File: config.mk
export PLATFORM = sky130hd
export DESIGN_NAME = gray_step_arbiter
export DESIGN_NICKNAME = d
export VERILOG_FILES = /design/src/rtl/gray_arb_pkg.sv /design/src/rtl/gray_step_counter.sv /design/src/rtl/gray_step_arbiter.sv
export SDC_FILE = /design/constraint.sdc
export NUM_CORES = 1
export LEC_CHECK = 0
export CELL_PAD_IN_SITES_DETAIL_PLACEMENT = 1
export CELL_PAD_IN_SITES_GLOBAL_PLACEMENT = 1
export CORE_MARGIN = 1.5
export CORE_UTILIZATION = 40
export DETAILED_ROUTE_END_ITERATION = 6
export GPL_TIMING_DRIVEN = 1
export PLACE_DENSITY = 0.83
export SLEW_MARGIN = 20
export SYNTH_ARGS = -nofsm -noshare
export SYNTH_HDL_FRONTEND = slang
export SYNTH_SLANG_ARGS = --single-unit
File: constraint.sdc
create_clock -name I -period 2.53 [get_ports I]
set_input_delay 0.3795 -clock I [delete_from_list [all_inputs] [get_ports I]]
set_output_delay 0.3795 -clock I [all_outputs]
set_load 0.02 [all_outputs]
File: src/rtl/gray_arb_pkg.sv
// Shared encodings for the Gray step arbiter: FSM state values and the Gray wrap marker.
package gray_arb_pkg;

    localparam logic [1:0] ST_IDLE = 2'd0;
    localparam logic [1:0] ST_RUN  = 2'd1;
    localparam logic [1:0] ST_DONE = 2'd2;

    // Last code of the 3-bit Gray sequence; stepping out of it wraps to 000.
    localparam logic [2:0] GRAY_LAST = 3'b100;

    typedef enum logic [1:0] {
        S_IDLE = ST_IDLE,
        S_RUN  = ST_RUN,
        S_DONE = ST_DONE
    } state_t;

endpackage

File: src/rtl/gray_step_counter.sv
// Free-running binary counter with a registered Gray view and a one-cycle wrap pulse Y.
module gray_step_counter
    import gray_arb_pkg::*;
#(
    parameter int WIDTH = 3
) (
    input  logic             I,
    input  logic             reset,
    input  logic             en,
    output logic [WIDTH-1:0] gray,
    output logic             Y
);

    // Gray code of the all-ones binary value: 100 for the 3-bit counter.
    localparam logic [WIDTH-1:0] WRAP_GRAY = {1'b1, {(WIDTH-1){1'b0}}};

    logic [WIDTH-1:0] bin;
    logic [WIDTH-1:0] bin_nxt;

    assign bin_nxt = bin + 1'b1;

    always_ff @(posedge I or posedge reset) begin
        if (reset) begin
            bin  <= '0;
            gray <= '0;
            Y    <= 1'b0;
        end else begin
            Y <= en && (gray == WRAP_GRAY);
            if (en) begin
                bin  <= bin_nxt;
                gray <= bin_nxt ^ (bin_nxt >> 1);
            end
        end
    end

endmodule

File: src/rtl/gray_step_arbiter.sv
// Round-robin arbiter handing a shared Gray step counter to one of two requesters for N steps.
// Optional GRAY_ARB_PAUSE_EN adds a `pause` input that freezes stepping while in RUN.
module gray_step_arbiter
    import gray_arb_pkg::*;
#(
    parameter int WIDTH = 3,
    parameter int CNT_W = 4
) (
    input  logic             I,
    input  logic             reset,
    input  logic             req0,
    input  logic [CNT_W-1:0] len0,
    input  logic             req1,
    input  logic [CNT_W-1:0] len1,
`ifdef GRAY_ARB_PAUSE_EN
    input  logic             pause,
`endif
    output logic             gnt0,
    output logic             gnt1,
    output logic             busy,
    output logic             done,
    output logic [WIDTH-1:0] gray,
    output logic             Y
);

    state_t           state;
    logic             last;
    logic [CNT_W-1:0] rem;
    logic             step_en;
    logic             pick1;
    logic [CNT_W-1:0] pick_len;

`ifdef GRAY_ARB_PAUSE_EN
    assign step_en = (state == S_RUN) && !pause;
`else
    assign step_en = (state == S_RUN);
`endif

    // Requester 1 wins when alone, or on a tie when requester 0 was served last.
    assign pick1    = req1 && (!req0 || !last);
    assign pick_len = pick1 ? len1 : len0;

    always_ff @(posedge I or posedge reset) begin
        if (reset) begin
            state <= S_IDLE;
            last  <= 1'b1;
            rem   <= '0;
            gnt0  <= 1'b0;
            gnt1  <= 1'b0;
            busy  <= 1'b0;
            done  <= 1'b0;
        end else begin
            case (state)
                S_IDLE: begin
                    if (req0 || req1) begin
                        gnt0 <= !pick1;
                        gnt1 <= pick1;
                        last <= pick1;
                        rem  <= pick_len;
                        busy <= 1'b1;
                        if (pick_len == '0) begin
                            state <= S_DONE;
                            done  <= 1'b1;
                        end else begin
                            state <= S_RUN;
                        end
                    end
                end
                S_RUN: begin
                    // done rises on the same edge as the final step.
                    if (step_en && rem != '0) begin
                        rem <= rem - 1'b1;
                        if (rem == CNT_W'(1)) begin
                            state <= S_DONE;
                            done  <= 1'b1;
                        end
                    end
                end
                S_DONE: begin
                    state <= S_IDLE;
                    done  <= 1'b0;
                    gnt0  <= 1'b0;
                    gnt1  <= 1'b0;
                    busy  <= 1'b0;
                end
                default: state <= S_IDLE;
            endcase
        end
    end

    gray_step_counter #(.WIDTH(WIDTH)) u_cnt (
        .I     (I),
        .reset (reset),
        .en    (step_en),
        .gray  (gray),
        .Y     (Y)
    );

endmodule
### Clock network drawn from the DEF, run 1

Bar = 20 um.
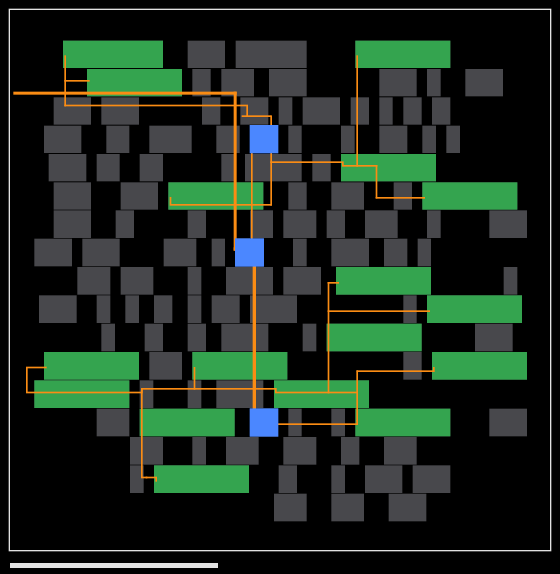
[flip-flops] green | count: 17
[clock wires] orange | length: 232 um
[clock drivers] blue | count: 3
flops lie: widely spread
routed clock nets: 4

### Routing congestion, run 1

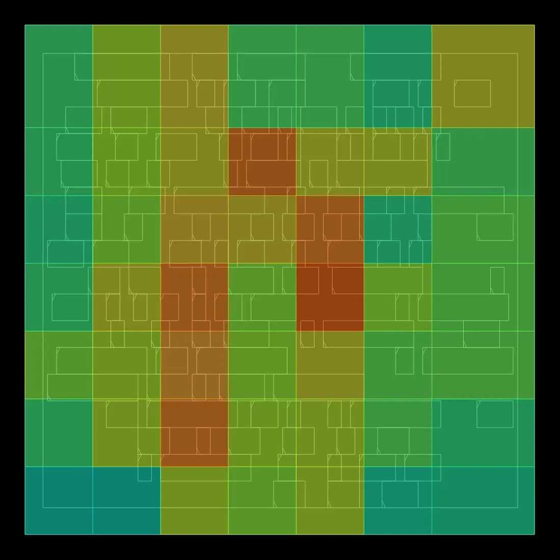
met1 Resource Use GR: 0.2491
met3 GRT Util: 0.02586

==> metrics.log, run 1 <==
[flow] final metrics
INFO  metric status = complete, no violations
INFO  metric critical_path.startpoint = req1
INFO  metric tightestPinTransition = 0.6541 ns
INFO  metric post_drt_via_cell_ratio = 5.322
INFO  metric detailedRoute.firstIterationViolations = 3
INFO  metric met3_routed_wirelength = 51 um
INFO  metric postCtsResizedCells = 0
INFO  metric num_tap_cells = 28
INFO  metric finalSetupViolCount = 0
INFO  metric critPathLaunchType = input port
INFO  metric peak_supply_drop = between 0.6 and 0.7 mV
INFO  metric power_leader = combinational logic
INFO  metric detail_route.first_pass.iterations = 4
INFO  metric critical-path-max-stage-delay = 0.58 ns
INFO  metric design.seq.count = 17
INFO  metric syn_nets = 115
INFO  metric final_cells = 146
INFO  metric post-route-period-util = 0.6940
INFO  metric remaining_drc_errors = 0
INFO  metric flops_out_of_synthesis = 17
INFO  metric globalRouteOverflowTotal = 0
INFO  metric timing.slew.headroom = 0.5635
INFO  metric die.size.x = 51.86 um
INFO  metric timing.fmax = 569.6 MHz
INFO  metric signal_buffer_area_fraction = 0.1602
INFO  metric timing_max_transition_violations_final = 0
INFO  metric tritoncts_clock_tree = yes
INFO  metric p_sw = between 600 and 700 uW
INFO  metric synthesis.area_per_instance = 9.643 um^2
INFO  metric cpLargestDelayFamily = AND-OR/OR-AND gates
INFO  metric asyncSetResetFlopFracSynth = 1.000
INFO  metric crit-reg2reg-capture = done
INFO  metric height_of_the_die = 51.86 um
INFO  metric layout.cells.most_common_list = clkdlybuf4s50_1, dfrtp_1, nand2_1
INFO  metric layout.cells.largest_class = logic gates
INFO  metric buffer_and_inverter_tally_for_the_worst_setup_path = 1
INFO  metric synth.top_cell.area_share = 0.4194
INFO  metric grt_first_pass_wirelength = around 3700 um
INFO  metric place.detailed.instances = 142
INFO  metric comb_area_frac = 0.4099
INFO  metric data_required_time_of_the_worst_path = between 2 and 3 ns
INFO  metric postLayoutSetupSlackWorst = between 0.7 and 0.8 ns
INFO  metric routed_wire_length_per_instance = 14.46 um
INFO  metric timing.critical_path.to_type = flip-flop
INFO  metric ctsRootBufferMaster = clkbuf_4
INFO  metric wl_met1 = 1045 um
INFO  metric multiInputCombCellCount = approximately 73
INFO  metric dieArea = approximately 2700 um^2
INFO  metric num_antenna_cells = 0
INFO  metric tns = 0 ns
INFO  metric comb_cell_power = ~810 uW
INFO  metric global_route.peak_usage_layer = met2
INFO  metric maxUsedRoutingLayer = met4
INFO  metric rows = 17
INFO  metric yosysTopAreaCell = dfrtp_1
INFO  metric edf_count = 0
INFO  metric vias = 777
INFO  metric clkPwrFrac = 0.101
INFO  metric initCoreUtil = 0.4275
INFO  metric timing.critical_path.cells = clkdlybuf4s50_1, a21boi_4, mux2_4, o31a_1, a21oi_2
INFO  metric drv_cap = 0
INFO  metric yosys-stat-cells = 99
INFO  metric power_per_cell_area = 1289 nW/um^2
INFO  metric clk_path_buf_depth = 2
INFO  metric number_of_antenna_violations_at_the_first_check_in_global_routing = 0
INFO  metric critPathSlowestCell = clkdlybuf4s50_1
INFO  metric use_met2 = 0.3017
INFO  metric final_layout_size_suffix_gt1_frac = 0.08475
INFO  metric swShare = 0.4349
INFO  metric place.detailed.hpwl = 1593 um
INFO  metric critical_path.reg2reg.startpoint = state[0]
INFO  metric hold_buffers = 0
INFO  metric layout_top_cell = clkdlybuf4s50_1
INFO  metric numCtsBuffers = 3
### Selected gate families, run 1

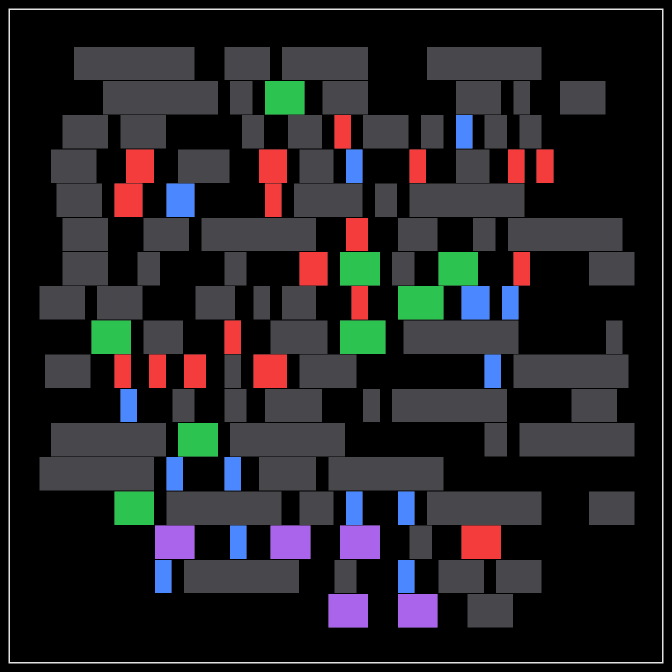
| family | color | cells | most used |
|---|---|---|---|
| NAND gates | blue | 14 | nand2_1 |
| NOR gates | red | 18 | nor2_1 |
| AND-OR and OR-AND gates | green | 8 | a22o_1 |
| XOR/XNOR gates | purple | 5 | xnor2_1 |

[run 1: per-stage QoR]
| stage | power, mW | area, um^2 | util |
|---|---|---|---|
| 6_report | 1.531 | 1187 | 0.5317 |
| 5_1_grt | 1.673 | 1187 | 0.5317 |
| 2_1_floorplan | 1.134 | 954.7 | - |
| 3_3_place_gp | 1.350 | 1157 | 0.5182 |
| 3_5_place_dp | 1.383 | 1157 | 0.5182 |
| 4_1_cts | 1.549 | 1187 | 0.5317 |
[run 1: registers in the layout (all words and copies together) (netlist names)]
| register | cells |
|---|---|
| busy | 1 |
| u_cnt.Y | 1 |
| u_cnt.gray | 3 |
| state | 2 |
| gnt0 | 1 |
| last | 1 |
| rem | 4 |
| u_cnt.bin | 2 |
| gnt1 | 1 |
| done | 1 |
[run 1: cells in the mapped netlist (2+ instances only)]
library cell   n
a21oi_1        7
a22o_1         3
buf_2          3
dfrtp_1       16
ha_1           4
inv_1          5
mux2i_1        2
nand2_1       12
nand2b_1       2
nor2_1        10
nor2b_1        2
nor3_1         2
nor4_1         2
o21ai_0        8
xnor2_1        3
xor2_1         2
[run 1: how the worst min path moves through the flow]
stage	start	slack (ns)	cells past startpoint	end
after floorplan	reset	0.30	1	busy
after global placement	u_cnt.gray[1]	0.45	1	u_cnt.Y
after detailed placement	u_cnt.gray[0]	0.46	1	u_cnt.Y
after CTS	reset	0.48	2	busy
after global routing	u_cnt.gray[1]	0.51	1	u_cnt.Y
final	reset	0.47	2	busy
[run 1: cells by family after synthesis]
logic type	after synthesis	share of synthesized area
AND-OR/OR-AND	27	0.2019
XOR/XNOR	5	0.04588
adder cells (fa/ha/maj)	4	0.05243
buffers and inverters	9	0.04325
flip-flops	17	0.4469
multiplexers	4	0.04849
AND/OR/NAND/NOR	33	0.1612
### Where the registers sit, run 1

Bar = 20 um. Other sequential cells in the stronger gray, the rest of the logic in the fainter gray.
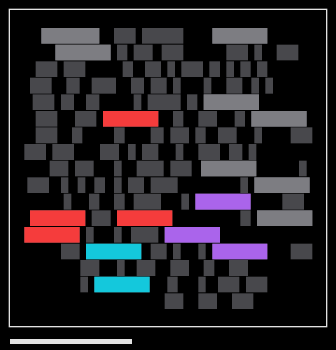

==> inputs of run 2 (changes only) <==
- CORE_UTILIZATION: 40 -> 37
- PLACE_DENSITY: 0.83 -> 0.77
- clock period: 2.53 -> 1.8 ns (I/O delays scaled with it)
### Where the registers sit, run 2

Bar = 20 um. Other sequential cells in the stronger gray, the rest of the logic in the fainter gray.
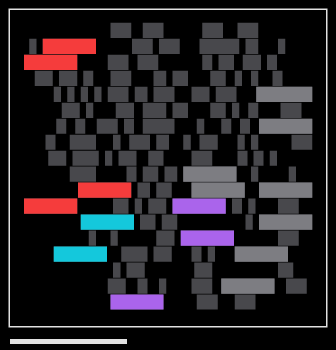
| signal | color | placed flops |
|---|---|---|
| rem | red | 4 |
| u_cnt.bin | cyan | 2 |
| u_cnt.gray | purple | 3 |
not colored: 8

==> run 2 against run 1 <==
Net effect:
- synthesized cell count unchanged
- cell area increased by 4.0%
- register-to-register slack got worse by 0.61 ns
- combinational power increased by 46%
- largest cell class unchanged
==> metrics.log, run 2 <==
[flow] final metrics
INFO  metric status = complete, no violations
INFO  metric asyncSetResetFlopFracSynth = 1.000
INFO  metric final_layout_size_suffix_gt1_frac = 0.1290
INFO  metric post_drt_via_cell_ratio = about 5.2
INFO  metric use_met2 = 0.3354
INFO  metric num_antenna_cells = 0
INFO  metric timing.slew.headroom = 0.7381
INFO  metric tritoncts_clock_tree = yes
INFO  metric power_per_cell_area = 1783 nW/um^2
INFO  metric flops_out_of_synthesis = 17
INFO  metric initCoreUtil = 0.3889
INFO  metric critical_path.reg2reg.startpoint = state[0]
INFO  metric synth.top_cell.area_share = 0.4194
INFO  metric crit-reg2reg-capture = rem[1]
INFO  metric rows = 18
INFO  metric place_area = about 1200 um^2
INFO  metric timing.fmax = 612.7 MHz
INFO  metric synthesis.area_per_instance = 9.643 um^2
INFO  metric globalRouteOverflowTotal = 0
INFO  metric dieArea = a little under 3000 um^2
INFO  metric ctsRootBufferMaster = clkbuf_4
INFO  metric finalSetupViolCount = 0
INFO  metric detail_route.first_pass.iterations = 4
INFO  metric vias = 799
INFO  metric yosys-stat-cells = 99
INFO  metric peak_supply_drop = 0.9413 mV
INFO  metric data_required_time_of_the_worst_path = 1.53 ns
INFO  metric gr-usage-met1 = 0.2014
INFO  metric cpLargestDelayFamily = buffers and inverters
INFO  metric registers.top_by_ff_count = rem
INFO  metric drv_cap = 0
INFO  metric number_of_flip_flops_under_the_largest_register_name = 4
INFO  metric grt_first_pass_wirelength = 3767 um
INFO  metric postCtsResizedCells = 0
INFO  metric detailedRoute.firstIterationViolations = 8
### Selected gate families, run 2

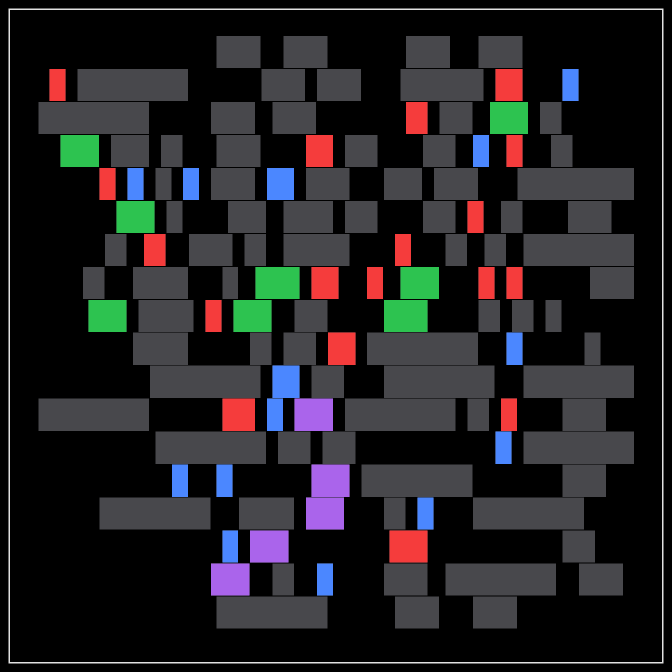
| family | color | cells | most used |
|---|---|---|---|
| NAND gates | blue | 14 | nand2_1 |
| AND-OR and OR-AND gates | green | 8 | a22o_1 |
| NOR gates | red | 18 | nor2_1 |
| XOR/XNOR gates | purple | 5 | xnor2_1 |

-- run 2: where the power goes --
part           leakage [nW]  total [mW]  internal (mW)  switching, mW
clock                0.0139       0.219         0.0842          0.135
sequential            0.202       0.795          0.584          0.211
combinational         0.329        1.19          0.589          0.599
total                 0.544        2.20           1.26          0.944
-- run 2: cell families after synthesis --
family,Yosys count,synth area share
buffers and inverters,9,0.04325
flip-flops,17,0.4469
adder cells (fa/ha/maj),4,0.05243
AND/OR/NAND/NOR,33,0.1612
AND-OR/OR-AND,27,0.2019
XOR/XNOR,5,0.04588
multiplexers,4,0.04849
-- run 2: metal layers --
metal / routed length (um) / share of wire / up-vias
met5: 0 / 0 / -
met4: 19 / 0.0085 / 0
met3: 54 / 0.024 / 2
met2: 1160 / 0.52 / 12
met1: 1006 / 0.45 / 390
li1: - / - / 395
-- run 2: area by class of cell --
class,instances,area (um^2),share of cell area
sequential,17,426.7,0.3455
tap,30,37.54,0.03040
multi-input combinational,73,486.7,0.3941
timing repair buffer,25,235.2,0.1905
inverter,5,18.77,0.01520
clock inverter,1,7.507,0.006079
clock buffer,3,22.52,0.01824
-- run 2: worst min path at each step --
stage / to / slack, ns / depth (start not counted)
after floorplan: busy / 0.20 / 1
after global placement: u_cnt.Y / 0.45 / 1
after detailed placement: u_cnt.Y / 0.46 / 1
after CTS: u_cnt.gray[0] / 0.32 / 3
after global routing: done / 0.33 / 3
final: gnt1 / 0.31 / 3
-- run 2: tightest hold or removal path, delay by kind of cell --
| kind | cells | cell delay, ns |
|---|---|---|
| buffers and inverters | 3 | 0.71 |
Power is estimated from default activity; no workload was simulated.
